$ cat src/rtl/light_pkg.sv
// Shared cell encoding for the light row: the stored light state and its raw codes.
// The code 2'b11 is reserved and is never written into a cell.
package light_pkg;

  typedef enum logic [1:0] {
    OFF   = 2'b00,
    RED   = 2'b01,
    GREEN = 2'b10
  } light_t;

  localparam logic [1:0] CODE_OFF   = 2'b00;
  localparam logic [1:0] CODE_RED   = 2'b01;
  localparam logic [1:0] CODE_GREEN = 2'b10;
  localparam logic [1:0] CODE_BAD   = 2'b11;

endpackage

$ cat src/rtl/light_cell.sv
// One light cell: state register plus next-state mux (hold, shift-in, spawn, clear).
// One cycle: the chosen source appears on q right after the clock edge.
module light_cell
  import light_pkg::*;
(
  input  logic       clock,
  input  logic       reset,
  input  logic       clear,
  input  logic       shift_left,
  input  logic       shift_right,
  input  logic [1:0] left_src,
  input  logic [1:0] right_src,
  input  logic       spawn_hit,
  input  logic [1:0] spawn_code,
  output logic [1:0] q
);

  light_t cur;
  light_t nxt;

  // Spawn is applied last so it overwrites whatever a shift brought in.
  always_comb begin
    nxt = cur;
    if (clear) begin
      nxt = OFF;
    end else begin
      if (shift_left) begin
        nxt = light_t'(left_src);
      end else if (shift_right) begin
        nxt = light_t'(right_src);
      end
      if (spawn_hit) begin
        nxt = light_t'(spawn_code);
      end
    end
  end

  always_ff @(posedge clock) begin
    if (reset) begin
      cur <= OFF;
    end else begin
      cur <= nxt;
    end
  end

  assign q = cur;

endmodule

$ cat src/rtl/light_row.sv
// Row of N light cells moved by rising edges of mv_left/mv_right, with spawn, clear and exit counters.
// One cycle from the sampled key edge to the shifted row on lights; simultaneous edges cancel.
module light_row
  import light_pkg::*;
#(
  parameter int N     = 8,
  parameter int WRAP  = 0,
  parameter int CNT_W = 8
) (
  input  logic                 clock,
  input  logic                 reset,
  input  logic                 mv_left,
  input  logic                 mv_right,
  input  logic                 clear,
  input  logic                 spawn_en,
  input  logic [1:0]           spawn_color,
  input  logic [$clog2(N)-1:0] spawn_pos,
  output logic [2*N-1:0]       lights,
  output logic [CNT_W-1:0]     exit_left_cnt,
  output logic [CNT_W-1:0]     exit_right_cnt
);

  localparam int   PW      = $clog2(N);
  localparam logic WRAP_ON = (WRAP != 0);

  logic       hist_l;
  logic       hist_r;
  logic       rise_l;
  logic       rise_r;
  logic       do_left;
  logic       do_right;
  logic       pos_ok;
  logic       spawn_ok;
  logic       left_exit;
  logic       right_exit;
  logic [1:0] left_fill;
  logic [1:0] right_fill;
  logic [1:0] cell_q [N];

  // Histories reset high so a key held through reset is not seen as a fresh press.
  always_ff @(posedge clock) begin
    if (reset) begin
      hist_l <= 1'b1;
      hist_r <= 1'b1;
    end else begin
      hist_l <= mv_left;
      hist_r <= mv_right;
    end
  end

  assign rise_l   = mv_left  & ~hist_l;
  assign rise_r   = mv_right & ~hist_r;
  assign do_left  = rise_l & ~rise_r & ~clear;
  assign do_right = rise_r & ~rise_l & ~clear;

  assign pos_ok   = int'(spawn_pos) < N;
  assign spawn_ok = spawn_en & ~clear & pos_ok & (spawn_color != CODE_BAD);

  assign left_fill  = WRAP_ON ? cell_q[N-1] : CODE_OFF;
  assign right_fill = WRAP_ON ? cell_q[0]   : CODE_OFF;

  assign left_exit  = do_left  & ~WRAP_ON & (cell_q[N-1] != CODE_OFF);
  assign right_exit = do_right & ~WRAP_ON & (cell_q[0]   != CODE_OFF);

  for (genvar gi = 0; gi < N; gi++) begin : g_cell
    logic [1:0] from_lower;
    logic [1:0] from_upper;

    if (gi == 0) begin : g_lo
      assign from_lower = left_fill;
    end else begin : g_lo
      assign from_lower = cell_q[gi-1];
    end

    if (gi == N-1) begin : g_hi
      assign from_upper = right_fill;
    end else begin : g_hi
      assign from_upper = cell_q[gi+1];
    end

    light_cell u_cell (
      .clock       (clock),
      .reset       (reset),
      .clear       (clear),
      .shift_left  (do_left),
      .shift_right (do_right),
      .left_src    (from_lower),
      .right_src   (from_upper),
      .spawn_hit   (spawn_ok && (spawn_pos == PW'(gi))),
      .spawn_code  (spawn_color),
      .q           (cell_q[gi])
    );

    assign lights[2*gi +: 2] = cell_q[gi];
  end

  // Exit counters stick at all-ones rather than wrapping.
  always_ff @(posedge clock) begin
    if (reset) begin
      exit_left_cnt  <= '0;
      exit_right_cnt <= '0;
    end else begin
      if (left_exit && (exit_left_cnt != '1)) begin
        exit_left_cnt <= exit_left_cnt + CNT_W'(1);
      end
      if (right_exit && (exit_right_cnt != '1)) begin
        exit_right_cnt <= exit_right_cnt + CNT_W'(1);
      end
    end
  end

endmodule

$ cat config.mk
export PLATFORM = sky130hd
export DESIGN_NAME = light_row
export DESIGN_NICKNAME = d
export VERILOG_FILES = /design/src/rtl/light_pkg.sv /design/src/rtl/light_cell.sv /design/src/rtl/light_row.sv
export SDC_FILE = /design/constraint.sdc
export NUM_CORES = 1
export LEC_CHECK = 0
export ABC_AREA = 1
export CELL_PAD_IN_SITES_DETAIL_PLACEMENT = 1
export CELL_PAD_IN_SITES_GLOBAL_PLACEMENT = 2
export CORE_MARGIN = 4
export CORE_UTILIZATION = 25
export CTS_BUF_LIST = sky130_fd_sc_hd__clkbuf_4
export DETAILED_ROUTE_END_ITERATION = 12
export PLACE_DENSITY_LB_ADDON = 0.05
export SLEW_MARGIN = 20
export SYNTH_ARGS = -nofsm -noshare
export SYNTH_HDL_FRONTEND = slang
export SYNTH_HIERARCHICAL = 1
export SYNTH_SLANG_ARGS = --single-unit
$ cat constraint.sdc
create_clock -name clock -period 1.4 [get_ports clock]
set_input_delay 0.14 -clock clock [delete_from_list [all_inputs] [get_ports clock]]
set_output_delay 0.14 -clock clock [all_outputs]
set_load 0.03 [all_outputs]
==> run notes, run 1 <==
Notes on the flow run.

- The timing report shows the most common cell along the critical path to be inv_1.
- The reported combinational group power is 0.381 mW, for reference.
- Yosys stat counts 444 cells in the synthesized netlist.
- The sum of negative setup slack is 0 ns, for reference.
- Traced cell by cell, the critical path runs through clkdlybuf4s50_1, inv_1, buf_4, nand3_2, nor2_4, buf_12, inv_1, nand2_1, nand3_1, a21oi_2.
- The TritonCTS clock tree is yes, for reference.
- The starting DRC count in detailed routing is roughly 70, for reference.
- In this run the post-CTS setup repair buffer count came out at 0.
- The stat command in Yosys gives a chip area of 2465 µm².
- The initial core utilization is 0.2618, for reference.
- The ratio of cells with drive above 1 in the final layout is 0.2185, for reference.
- For reference, the top logic cell family by area is simple AND/OR/NAND/NOR gates.
- The clock tree synthesis step divided the H-tree into 2 levels.
- The non-filler instance count after layout is 669, for reference.
- The highest clock rate this design can be run at is 748.8 MHz.
- The tree is rooted in a clkbuf_4.
- Counting pins that exceed their max-slew limit in the final report gives 0.
- The type of element launching the critical path is a primary input, for reference.
- The worst hold-check path type is primary input to flip-flop, for reference.
- Yosys reports the multiplexer fraction of the synthesized area as 0.
- The largest single stage delay on the critical path is 0.44 ns.
- The slowest stage of the critical path belongs to the cell clkdlybuf4s50_1.
- The finished cells cover ~3500 µm².
- The critical path starts at clear.
- Of the total synthesized cell area, the portion taken by full adders, half adders and majority gates is 0.01015.
- Per the detail_route report, DRC violations left total 0.
- Entering global routing, the biggest net connects 21 pins.
- The cell count after synthesis is around 440, for reference.
- The worst setup path is captured at a flip-flop.
- A synthesized cell averages 5.551 µm².
- The horizontal extent of the die is approximately 110 µm, for reference.
- The total of flip-flops plus latches after synthesis is 34, for reference.
- The initial antenna violation count is 0.
- For reference, the critical path is captured by g_cell[3].u_cell/q[1].
- The total congestion overflow is 0, for reference.
- Among all cell types in the netlist, the one instantiated most often is nand2_1.
- The global-route wire length before repair is 13410 µm, for reference.
- The per-cell via count in the routed design is 4.229, for reference.
- The via total after detailed routing is between 2000 and 3000, for reference.
- The Yosys step of the flow raised 6 warnings.
- Setup slack on the worst reg-to-reg path comes out at roughly 0.1 ns.
- By count the netlist is led by nand2_1 (122), inv_1 (93), nor2_1 (52).
- The number of hold buffers added after CTS was 0.
- The remaining antenna violation count is 0, for reference.
- At the later pin of the worst-skew pair, clock insertion delay measures 0.35 ns.
- TritonRoute output was used to compute an average wire per cell of 11.97 µm.
- The die height is 107.3 µm, for reference.
- Of the post-synthesis cell area, the dominant cell type holds 0.2761.
- The total iterations of the first detailed-routing run is 4, for reference.
- The power report attributes to the sequential group a share of 0.462.
- For this run, the share of the core covered by cells in the final layout is 0.3710.
- The report puts the cell count of the worst reg-to-reg path at 8.
- Of the total synthesized cell area, the portion taken by XOR and XNOR cells is 0.01777.
- The flow ran to the end, and the final reports show no timing, DRC or antenna violations.
- Hold is met by 0.4470 ns.
- The pre-CTS setup check shows a worst slack of -0.4091 ns.
- The detailed placer reported the number of placed instances as 660.
- According to the timing report, the arrival time at the worst endpoint equals 1.63 ns.
- Of the total power, the share spent switching nets is 0.3022.
- The via count of the first global-routing pass is 2887, for reference.
- The clock-pin slew reported for the worst setup and hold paths after clock tree synthesis is 0.13 ns, for reference.
- The count of library flops with an enable pin is 0, for reference.
- The maximum buffer depth of the clock tree is 2, for reference.
- The analysis attributes to net switching a power of 0.6544 mW.
- The total internal power is 1.511 mW, for reference.
- The maximum fanout count along the critical path is 20, for reference.
- The global-route usage over all layers is 0.1446, for reference.
- The simple-gate share of the synthesized area is 0.4320, for reference.
- The main area contributors are dfxtp_1 (28%), nand2_1 (19%), inv_1 (14%), nand3_1 (9.5%), nor2_1 (7.9%).
- Per the cell usage report, the commonest logic cells after layout are nand2_1 (120), inv_1 (93), nor2_1 (48).
- Per Yosys stat, the portion of area used by sequential elements is 0.2761.
- After layout, the worst setup slack is 0.06445 ns.
- The final hold violation count recorded for this run is 0.
- The library cell used most frequently in the layout, excluding fill and tap cells, is nand2_1.
- The post-layout total power is 2.166 mW, for reference.
- The top cell type by total area after synthesis is dfxtp_1, for reference.
- The unique cell type count in the Yosys netlist is 25, for reference.
- During placement, the flow inserted port buffers numbering around 42.
- On the critical path the largest part of the delay comes from buffers and inverters.
- The final net count is approximately 550, for reference.
- Setup repair after global routing could not meet its margin everywhere.
- The critical path runs through a total of 10 cells.
- The diode insertion count for antenna repair is 0, for reference.
- The area growth from synthesis to layout is 41.73%.
- The destination of the worst hold path is hist_r, for reference.
- The worst endpoint required time is between 1.5 and 2 ns, for reference.
- The most used flip-flop cell after synthesis is dfxtp_1, for reference.
- Endpoints with negative setup slack in the final report add up to 0.
- Power attributed to the clock group is 0.785 mW.
- The report counts max-capacitance violations totalling 0.
- The placed instances occupy a cell area of approximately 3400 µm².
- The clock net in this run drives a total of 34 sinks.
- Per the power-grid run, VDD falls by no more than 0.5377 mV.
- The total routed wirelength is 8009 µm, for reference.
- The clock tree skew after final layout is 0.008094 ns, for reference.
- The floorplan row count is 35, for reference.
- Counting instances, the worst hold path has a depth of 3.
- The number of OpenROAD warnings is 28, for reference.
==> run 1: area by class of cell <==
cell class                 count  area [µm²]
multi-input combinational    294        1405
inverter                     118       442.9
clock buffer                   5       37.54
sequential                    34       685.7
clock inverter                 3       40.04
timing repair buffer          86       720.7
fill                        1293        5922
tap                          129       161.4
==> run 1: per-layer routing <==
metal	vias to the layer above	global-route usage	routed length [µm]
met1	1277	0.2023	4070
li1	1506	-	-
met5	-	0	0
met4	0	0.03014	87
met2	39	0.2319	3623
met3	7	0.02579	228
==> run 1: what timing repair did <==
action                     CTS  global route
gates cloned                 0             1
gates resized               39            30
pin swaps                    0             3
setup endpoints to repair   36            33
==> run 1: registers in the layout (all words and copies together), names as in the netlist <==
signal           cells
exit_right_cnt       8
hist_l               1
hist_r               1
exit_left_cnt        8
g_cell.u_cell/q     16
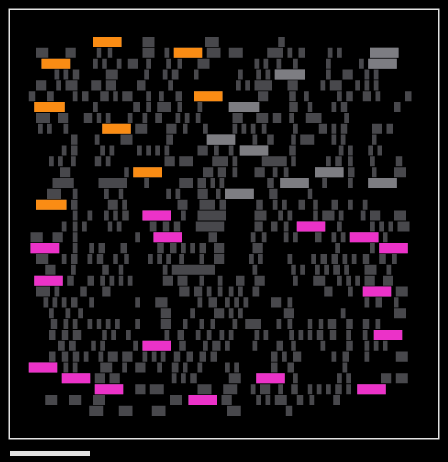
Fig. 1. Where the registers sit (run 1).
Scale bar: 20 µm. Other sequential cells in the stronger grey, the rest of the logic in the fainter grey.
[magenta] g_cell.u_cell/q | sequential cells: 16
[orange] exit_left_cnt | sequential cells: 8

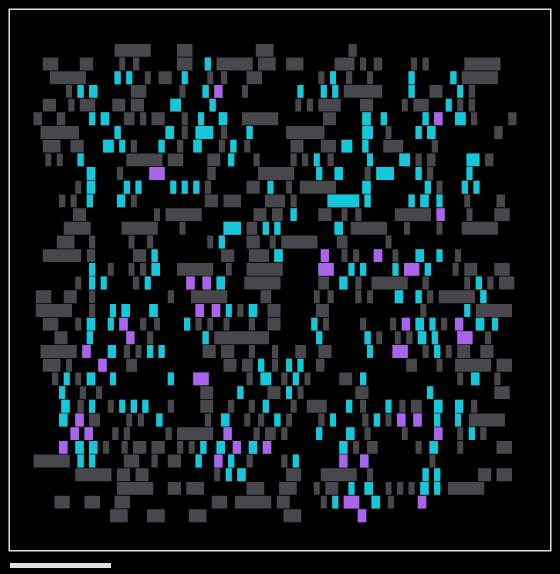
Fig. 2. Gate families picked out (run 1).
Scale bar: 20 µm.
[cyan] nand cells | cells: 178 | where: all over the die
[purple] aoi and oai cells | cells: 37

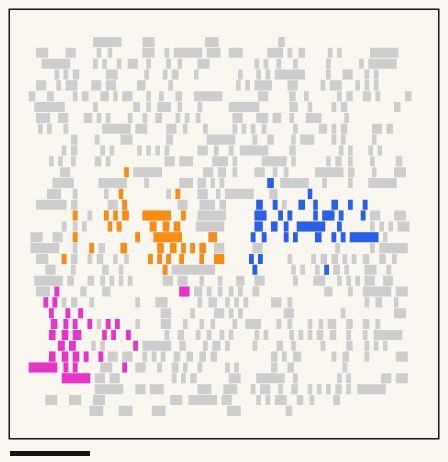
Fig. 3. Hierarchy map (run 1).
Scale bar: 20 µm. Other cells in grey.
[orange] g_cell[7].u_cell | cells: 34
[blue] g_cell[0].u_cell | cells: 33
[magenta] g_cell[5].u_cell | cells: 32 | where: lower left
not coloured: 441

## Run 2: what changed since run 1
SKIP_LAST_GASP = 1   (was not set)
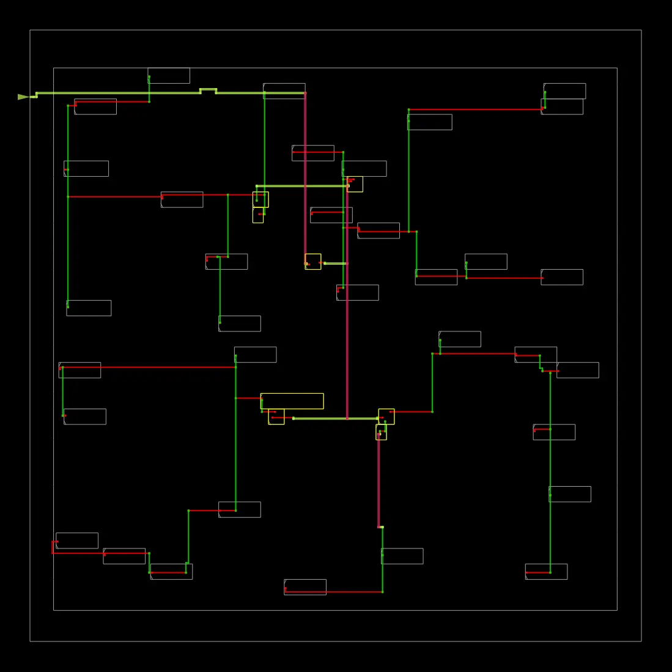
Fig. 4. Clock nets (run 2).
skew final: 0.008057 ns
FFs & Latches: 34

==> run 2 against run 1 <==
Largest power group unchanged. Sequential share of layout area grew 0.11 points. Non-clock buffer count is the same. Sequential power is essentially flat. Synthesized area is the same. Final cell count is the same. Clock skew is essentially flat. Clock-buffer cell count is the same. Setup slack gained 0.0028 ns.
==> run notes, run 2 <==
Notes on the flow run.

- The area share of the largest cell type after synthesis was 0.2761 (unchanged).
- The most frequent logic cell in the layout is nand2_1, for reference.
- The clock-pin slew reported for the worst setup and hold paths after clock tree synthesis came to 0.13 ns (about the same).
- The most used flip-flop cell after synthesis is dfxtp_1, for reference.
- The placed cell count is 660 (unchanged), for reference.
- The worst setup slack after layout was 0.06730 ns (+0.002846 ns).
- The number of slew-limit violations in the final report is 0 (unchanged), for reference.
- The total internal power is 1.510 mW (-0.10%), for reference.
- The largest net degree at the start of global routing is 21 (unchanged), for reference.
- The post-cts hold-fix buffer tally is 0 (unchanged), for reference.
- The per-cell routed wire length is 11.82 µm (-1.2%), for reference.
- In this run the worst setup path begins at exit_left_cnt[1].
- The depth of the worst register-to-register path is 7 (-1), for reference.
- The total met3 wirelength after detailed routing was 224 µm (-1.8%).
- The horizontal extent of the die is 107.3 µm (unchanged), for reference.
- The count of yosys warnings during synthesis is 6 (unchanged), for reference.
- Routed signal wires occupy layers up through met4.
- The maximum level of the CTS H-tree is 2 (unchanged), for reference.
- The post-synthesis cell type with the largest instance count is nand2_1, for reference.
- The count of cell instances traversed by the critical path is 2 (-8), for reference.
- The total iterations of the first detailed-routing run is 4 (unchanged), for reference.
- The total routed wirelength is 7910 µm (-1.2%), for reference.
- The number of cells in the yosys synthesis report is 444 (unchanged), for reference.
- The tree is rooted in a clkbuf_4.
- The mean instance size in the synthesized netlist is 5.551 µm² (unchanged), for reference.
- The flop-to-flop setup slack is 0.11 ns (about the same).
- The diode insertion count for antenna repair came to 0 (unchanged).
- The met3 global-route usage is 0.02579 (unchanged), for reference.
- The via count of the first global-routing pass is 2887 (unchanged), for reference.
- The global-route usage over all layers is 0.1446 (unchanged), for reference.
- The share of synthesized area spent on multiplexers was 0 (unchanged).
- The per-cell via count in the routed design was 4.199 (-0.71%).
- The worst endpoint required time is 1.26 ns (-0.43 ns).
- The initial core utilization is 0.2618 (unchanged).
- The global-route wire length before repair came to 13410 µm (unchanged).
- Setup repair after global routing could not meet its margin everywhere.
- The detailed-route wire length on metal 1 is 4071 µm (about the same).
- The unique cell type count in the Yosys netlist is 25 (unchanged), for reference.
- The post-detailed-placement cell area is 3423 µm² (unchanged), for reference.
- The busiest layer in global routing is met2, for reference.
- The switching part of the total is 0.3008 (-0.001362), for reference.
- The layout overhead on the synthesized area is 40.91%, for reference.
- The final net count came to 552 (unchanged).
- The starting DRC count in detailed routing is 71 (-1.4%), for reference.
- The destination of the worst hold path is hist_r, for reference.
- The total of fill cells in the finished design is 1291 (-0.15%), for reference.
- The adder-cell area share of the yosys netlist is 0.01015 (unchanged).
- The dominant kind of combinational cell is simple AND/OR/NAND/NOR gates, for reference.
- The total congestion overflow is 0 (unchanged).
- The largest stage delay on the critical path is 0.36 ns (-0.08 ns), for reference.
- The part of the Yosys area used for sequential elements is 0.2761 (unchanged), for reference.
- The arrival time of the worst setup path was 1.19 ns (-0.44 ns).
- The most common logic cells in the final layout are nand2_1 (120), inv_1 (93), nor2_1 (48).
- The floorplan row count came to 35 (unchanged).
- The cell count after synthesis is 444 (unchanged).
- The worst hold-check path type is primary input to flip-flop, for reference.
- The flow ran to the end, and the final reports show no timing, DRC or antenna violations.
- The end point of the critical path is exit_left_cnt[1], for reference.
- The XOR/XNOR share of the synthesized area was 0.01777 (unchanged).
- STA classifies the critical path startpoint as a flip-flop.
- The maximum resistive drop on vdd is 0.5376 mV (about the same), for reference.
- The post-route core utilization came to 0.3689 (-0.002126).
- The TritonCTS clock tree is yes, for reference.
- The die height is 107.3 µm (unchanged), for reference.
-- run 2: layout make-up --
cell class                      count  area, µm²  share of cell area
Tap cell                          129      161.4             0.04647
Timing Repair Buffer               86      719.4              0.2071
Clock buffer                        5      37.54             0.01081
Multi-Input combinational cell    294       1386              0.3991
Inverter                          118      442.9              0.1275
Sequential cell                    34      685.7              0.1974
Clock inverter                      3      40.04             0.01153
-- run 2: worst register-to-register path, cell delays in order (launching register included) --
cell,delay (ns)
dfxtp_1,0.33
inv_1,0.08
nand3_2,0.11
nor2_4,0.17
buf_12,0.18
nor2_2,0.08
a21oi_1,0.14
a21oi_1,0.10
-- run 2: repair_timing --
item | 4_1_cts | 5_1_grt
setup endpoints to repair | 36 | 34
cloned | 0 | 1
gates resized | 36 | 27
buffers inserted | 0 | 0
pin swaps | 0 | 3
## Run 3: what changed since run 2
SLEW_MARGIN = 10   (was 20)
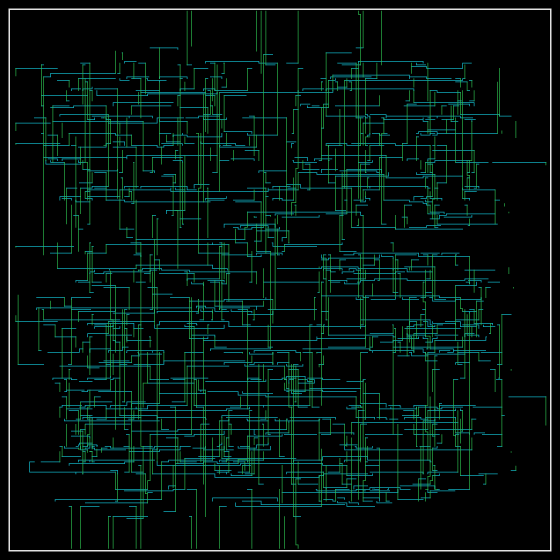
Fig. 5. Signal wires by layer (run 3).
Two of the layers only.
[cyan] M1 | wire length: 4070 µm
[green] M2 | wire length: 3530 µm

==> run 3 against run 2 <==
Clock-buffer cell count is the same. Sequential share of layout area unchanged. Final cell count unchanged. First-iteration DRC count did not move. Synthesized area stayed put. Critical path depth unchanged. Combinational power is essentially flat. Die size is the same. Final area unchanged. Non-clock buffer count stayed put. Synthesized cell count unchanged. Maximum frequency unchanged. Highest routed layer unchanged. Largest power group unchanged.
==> run notes, run 3 <==
Notes on the flow run.

- The worst endpoint required time was 1.26 ns (about the same).
- The via total after detailed routing is 2809, for reference.
- The ratio of cells with drive above 1 in the final layout is 0.2074, for reference.
- The sum of met2 wire segment lengths after detailed routing is approximately 3500 µm, for reference.
- The total congestion overflow is 0 (unchanged), for reference.
- The leakage power figure is approximately 1.8 nW, for reference.
- The total of cells resized after clock tree synthesis is 36 (unchanged), for reference.
- The final weighted congestion of routability-driven global placement is 0.7749, for reference.
- The design area is 3473 µm², for reference.
- The total internal power is 1.510 mW (unchanged), for reference.
- The arrival time of the worst setup path is 1.19 ns (about the same), for reference.
- The clock distribution power is roughly 0.8 mW, for reference.
- After synthesis, the chip area reported by Yosys is 2465 µm².
- The number of OpenROAD warnings is 29, for reference.
- The met3 global-route usage was 0.02579 (unchanged).
- The maximum resistive drop on vdd is 0.5376 mV (unchanged).
- The cell count after synthesis is 444 (unchanged), for reference.
- The number of cells in the yosys synthesis report is 444 (unchanged), for reference.
- Along the critical path, the tally of buffer and inverter instances is 2.
- The post-detailed-placement cell area was 3423 µm² (unchanged).
- The highest metal layer carrying signal wires in the routed design is met4.
- Setup repair after global routing could not meet its margin everywhere.
- The placed wire-length estimate is 6248 µm, for reference.
- After routing, the total negative slack on setup checks comes to 0 ns.
- The per-cell routed wire length is 11.82 µm (unchanged), for reference.
- The most frequent logic cell in the layout is nand2_1, for reference.
- The maximum achievable frequency is ~750 MHz, for reference.
- The area share of the largest cell type after synthesis is 0.2761 (unchanged).
- The mean instance size in the synthesized netlist is 5.551 µm² (unchanged).
- The initial antenna violation count came to 0.
- For reference, the critical path is captured by exit_left_cnt[1].
- The power share of the combinational group is 0.174, for reference.
- Summing every instance area after synthesis gives 2465 µm².
- The time the worst path needs with I/O delays and setup is 1.333 ns, for reference.
- The diode insertion count for antenna repair is 0 (unchanged).
- Prior to clock tree synthesis, the placed netlist has a worst setup slack of -0.4091 ns.
- The part of the Yosys area used for sequential elements is 0.2761 (unchanged), for reference.
- The global-route usage over all layers is 0.1446 (unchanged).
- The count of cell instances traversed by the critical path is 2 (unchanged), for reference.
- The switching part of the total came to 0.3008 (unchanged).
- Per the detail_route report, DRC violations left total 0.
- The initial core utilization is 0.2618 (unchanged).
- The post-synth register bit count is 34.
- The placed cell count is 660 (unchanged).
- The post-cts hold-fix buffer tally is 0 (unchanged).
- The worst reg2reg path startpoint is hist_l, for reference.
- The launch point of the critical path is exit_left_cnt[1], for reference.
- The source-to-sink clock delay at the later pin of the worst-skew pair is 0.35 ns, for reference.
- The clock tree skew after final layout is 0.008057 ns (unchanged).
- The final-layout worst hold slack is approximately 0.45 ns, for reference.
- TritonCTS built the clock tree.
- The per-cell via count in the routed design is 4.199 (unchanged).
- The layout overhead on the synthesized area is 40.91% (unchanged), for reference.
- Endpoints with negative setup slack in the final report add up to 0.
- The horizontal extent of the die is 107.3 µm (unchanged), for reference.
- The largest stage delay on the critical path is 0.36 ns (about the same), for reference.
- The final power report lists total power as about 2.2 mW.
- The flow ran to the end, and the final reports show no timing, DRC or antenna violations.
- The busiest layer in global routing is met2, for reference.
- The main area contributors are dfxtp_1 (28%), nand2_1 (19%), inv_1 (14%), nand3_1 (9.5%), nor2_1 (7.9%).
- For met2 alone, demand over resource in global routing was 0.2319.
- The unique cell type count in the Yosys netlist is 25 (unchanged), for reference.
- The post-route core utilization was 0.3689 (unchanged).
- The maximum level of the CTS H-tree came to 2 (unchanged).
- The count of endpoints failing hold in the final timing report is 0, for reference.
- The number of slew-limit violations in the final report is 0 (unchanged), for reference.
- The final net count is 552 (unchanged), for reference.
- Per the synthesis report, the dominant area consumer among library cells is dfxtp_1.
- The post-synthesis cell type with the largest instance count is nand2_1, for reference.
- Per the timing report, the biggest fanout along the worst path comes to 4.
- The total routed wirelength is 7910 µm (unchanged), for reference.
- The via count of the first global-routing pass is 2887 (unchanged).
- In this run the critical path is formed by buf_4, clkdlybuf4s15_1.
- The share of total power dissipated in the clock network is 0.363.
- The met1 demand-to-capacity share in global routing is 0.2023, for reference.
- The largest net degree at the start of global routing is 21 (unchanged), for reference.
- The depth of the worst register-to-register path came to 7 (unchanged).
- The floorplan row count is 35 (unchanged), for reference.
- The number of port buffers is 42, for reference.
- The critical path is of the flip-flop to output port type.
- The clock passes through at most 2 buffers.
- Hold analysis lists the worst path endpoint as hist_r.
- The number of flip-flops in the largest register is 16, for reference.
- The relative contribution of sequential cells to total power is 0.463, for reference.
- The number of placed I/O pins is 43, for reference.
- After synthesis, the share of flip-flops with an asynchronous set or reset is 0.
- The die height is 107.3 µm (unchanged), for reference.
- The flop-to-flop setup slack is 0.11 ns (about the same), for reference.
- The non-filler instance count after layout is 669, for reference.
- The remaining antenna violation count is 0, for reference.
- The final critical-path share of the clock period is 0.9519, for reference.
- The total sequential power is between 0.9 and 1 mW, for reference.
- The critical hold path startpoint is mv_right, for reference.
- The detailed-route wire length on metal 1 is 4071 µm (unchanged), for reference.
- Per the STA report, the cell with the highest stage delay on the worst path is dfxtp_2.
- The total iterations of the first detailed-routing run is 4 (unchanged).
- The group drawing the most power is sequential cells, for reference.
- The report counts max-capacitance violations totalling 0.
- The chip occupies 11510 µm².
- The global-route wire length before repair is 13410 µm (unchanged), for reference.
- The kind of cell adding the most delay to the critical path is buffers and inverters, for reference.
- The endpoint class of the critical path is an output port, for reference.
- The cell chosen for the clock root is clkbuf_4, for reference.
- The reported combinational group power is 0.376 mW, for reference.
- The type of element launching the critical path is a flip-flop, for reference.
- The clock-pin slew reported for the worst setup and hold paths after clock tree synthesis is 0.13 ns (about the same), for reference.
- The starting DRC count in detailed routing is 71 (unchanged).
- The cell depth of the worst hold path is 3, for reference.
- The cell area power density is a little over 600 nW/µm², for reference.
- The synthesized design contains 0 enable-type register cells.
- The total met3 wirelength after detailed routing is 224 µm (unchanged), for reference.
- Per the synth stats, the flop cell with the highest instance count is dfxtp_1.
- The count of yosys warnings during synthesis is 6 (unchanged), for reference.
- The buffers inserted during post-CTS setup optimization is 0 (unchanged), for reference.
- The net switching power in the latest report is 0.6495 mW.
- The number of buffers added by the clock tree synthesis step is 5, for reference.
- The worst setup slack after layout came to 0.06730 ns (unchanged).
- The worst hold-check path type is primary input to flip-flop, for reference.
- In this run the critical register-to-register path is captured at g_cell[4].u_cell/q[0].
- By instance count after routing, the leading logic cell types are nand2_1 (120), inv_1 (93), nor2_1 (48).
- After floorplanning, the core was sized to cover about 9400 µm².
- CTS saw 34 sinks.
- Ranked by instance count, the synthesized netlist is headed by nand2_1 (122), inv_1 (93), nor2_1 (52).
## run 3: cells by family (layout without fill, tap and decap cells)
| group | after synthesis | in the layout | synth area share |
|---|---|---|---|
| XOR/XNOR | 5 | 5 | 0.01777 |
| adder cells (fa/ha/maj) | 2 | 2 | 0.01015 |
| AND/OR/NAND/NOR | 245 | 246 | 0.4320 |
| buffers and inverters | 120 | 212 | 0.1858 |
| other | 1 | 4 | 0.001521 |
| AND-OR/OR-AND | 37 | 37 | 0.07665 |
| flip-flops | 34 | 34 | 0.2761 |
## run 3: area by class of cell
type / instances / area, µm²
sequential: 34 / 685.7
timing repair buffer: 86 / 719.4
multi-input combinational: 294 / 1386
inverter: 118 / 442.9
fill: 1291 / 5942
tap: 129 / 161.4
clock buffer: 5 / 37.54
clock inverter: 3 / 40.04
Power and IR drop assume default switching activity.
